==> config.mk <==
export PLATFORM = sky130hd
export DESIGN_NAME = coin_sched_flat
export DESIGN_NICKNAME = d
export VERILOG_FILES = /design/src/rtl/coin_sched_if.sv /design/src/rtl/coin_sched.sv /design/src/flat_wrapper.sv
export SDC_FILE = /design/constraint.sdc
export NUM_CORES = 1
export LEC_CHECK = 0
export CAP_MARGIN = 20
export CORE_MARGIN = 4
export CORE_UTILIZATION = 49
export DETAILED_ROUTE_END_ITERATION = 12
export PLACE_DENSITY = 0.83
export SETUP_SLACK_MARGIN = 0.1
export SYNTH_ARGS = -nofsm -noshare
export SYNTH_HDL_FRONTEND = slang
export SYNTH_SLANG_ARGS = --single-unit
==> constraint.sdc <==
create_clock -name clk -period 2.7 [get_ports clk]
set_clock_uncertainty 0.2 [all_clocks]
set_input_delay 0.27 -clock clk [delete_from_list [all_inputs] [get_ports clk]]
set_output_delay 0.27 -clock clk [all_outputs]
set_load 0.005 [all_outputs]
m1.png
Bar = 20 um. Supply wires on this layer in grey.
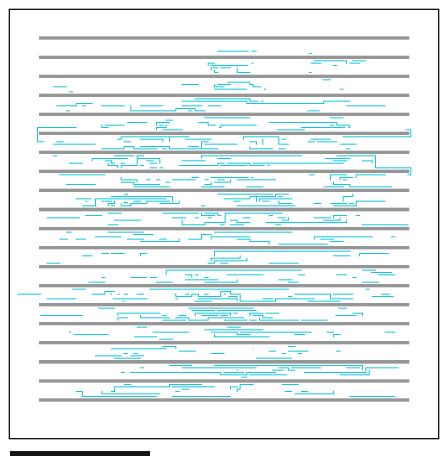
The layer holds 38% of the routed length. The longest straight run is 21.2 um. 179 nets have wire on it. The wires run mostly horizontal. The layer carries 1240 um of wire.
drt total wl: 3.23 mm
DR vias: 1080
GR Util met1: 0.194

m2.png
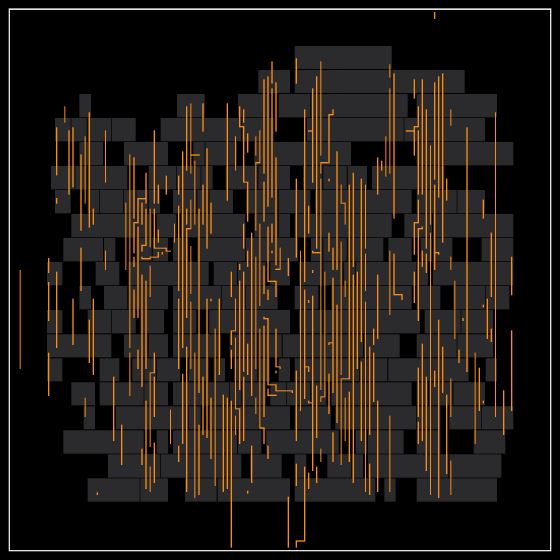
The longest straight run is 34.3 um. 184 nets have wire on it. The layer carries 1740 um of wire. The layer holds 54% of the routed length.
GR Util met2: 0.370

m3.png
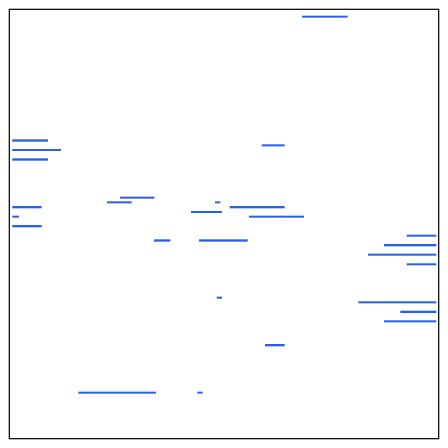
The layer holds 4.1% of the routed length. The wires run mostly horizontal. The layer carries 131 um of wire. The longest straight run is 10.8 um.
GRT met3 Usage: 0.0252

congestion_map.png
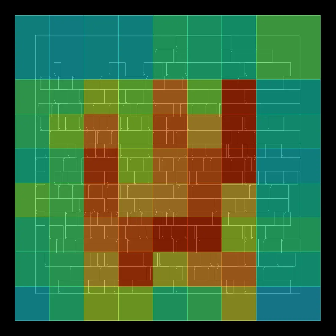
grt peak-use layer: met2
drt wl/cell: 15.4 um
Total GRT Usage: 0.190
final core utilization: 0.751

==> results.json <==
{
  "relSlewSlack": 0.457,
  "min_path_type": "in -> async",
  "violations": "setup timing",
  "fin_ws_ns": -0.0292,
  "routabilityCongestion": 0.889,
  "slew_violations": 0,
  "drive_gt1_frac": 0.500,
  "postRouteAntennaNets": 0,
  "cp.arrival_ns": 2.73,
  "drv_cap": 0,
  "fp.dieH_um": 61.1,
  "finalSetupViolCount": 2,
  "cp.depth": 9,
  "synthTopCellsByArea": "dfrtp_1 (22%), edfxtp_1 (17%), ha_1 (11%)",
  "ys_async_sr_fraction": 0.600,
  "rrSetupSlack_ns": -0.03,
  "ys_cells": 120,
  "finalCriticalPeriod_ns": 2.73,
  "ys_top_logic_family": "adder cells",
  "largest_register_ffs": 8,
  "ys_area_um2": 1380,
  "clkbuf_count": 3,
  "ys_sh_aoi": 0.0597,
  "largest_cell_class": "multi-input combinational cells",
  "path_delay_family": "adder cells",
  "cts_sinks": 20,
  "clock-root-buffer": "clkbuf_4",
  "r2r_cells": 9,
  "setup.worst_path.end_class": "flop",
  "fin_crit_sh": 1.01,
  "clkSlewWorstSetupHoldPaths_ns": 0.12,
  "yosysTopAreaCellShare": 0.217,
  "outcome": "finished with violations",
  "edf_count": 8,
  "syn_area_per_cell_um2": 11.5,
  "grt_pass1_vias": 1128,
  "comb_share": 0.428,
  "antenna_found_initial": 0,
  "grt.overflow.total": 0,
  "final_hold_viol_count": 0,
  "fp_util": 0.506,
  "logic_gates": 74,
  "rsz0062_at_grt": "true",
  "synthMuxAreaShare": 0.108,
  "chip_area_um2": 3740,
  "flop_cell": "dfrtp_1",
  "diodes": 0,
  "ys_sh_xor": 0.0443,
  "grt_start_max_net_pins": 13,
  "adder_share": 0.210
}
[synth_stat cells, types with 2 or more instances]
library cell,n
nor3_1,3
nor2_1,6
or4_1,2
nand2b_4,2
mux4_2,2
xnor2_1,4
a21oi_1,3
inv_2,2
fa_1,7
and3_1,3
nand2_1,5
dfrtp_1,12
inv_1,22
xor2_1,3
edfxtp_1,8
mux2i_1,9
ha_1,12
[kinds of logic (layout without fill, tap and decap cells)]
group | count (synthesis) | after routing
buf+inv | 26 | 84
compound gates | 10 | 10
xor+xnor | 7 | 7
fa+ha+maj | 19 | 19
flops | 20 | 20
simple gates | 26 | 26
mux | 12 | 12
[metal layers]
metal	track usage	up-vias	routed length [um]
li1	-	511	-
met1	0.194	528	1240
met3	0.0252	11	131
met5	0	-	0
met4	0.0929	0	114
met2	0.370	30	1740
[cell usage in the layout (no fill, tap or decap), drive strengths merged, types with 2 or more instances in the layout]
master,n
buf,46
inv,24
dfrtp,12
ha,12
clkdlybuf4s50,10
mux2i,9
edfxtp,8
fa,7
nor2,6
nand2,5
nor3,4
xnor2,4
and3,3
xor2,3
clkbuf,3
a21oi,3
nand2b,2
mux4,2
or4,2
[metrics by stage]
| step | std cells | total power, uW |
|---|---|---|
| 2_1_floorplan | 120 | 1120 |
| 3_3_place_gp | 193 | 1450 |
| 3_5_place_dp | 193 | 1530 |
| 4_1_cts | 204 | 1970 |
| 5_1_grt | 209 | 2230 |
| 6_report | 209 | 2090 |
[report_power, final]
part | internal [uW] | switching, uW
clock | 150 | 100
sequential | 451 | 115
combinational | 728 | 545
[repair_timing]
item / 4_1_cts / 5_1_grt
resized: 38 / 3
setup buffers: 7 / 5
setup endpoints to repair: 12 / 3
pin swaps: 12 / 8
Power and IR drop assume default switching activity.
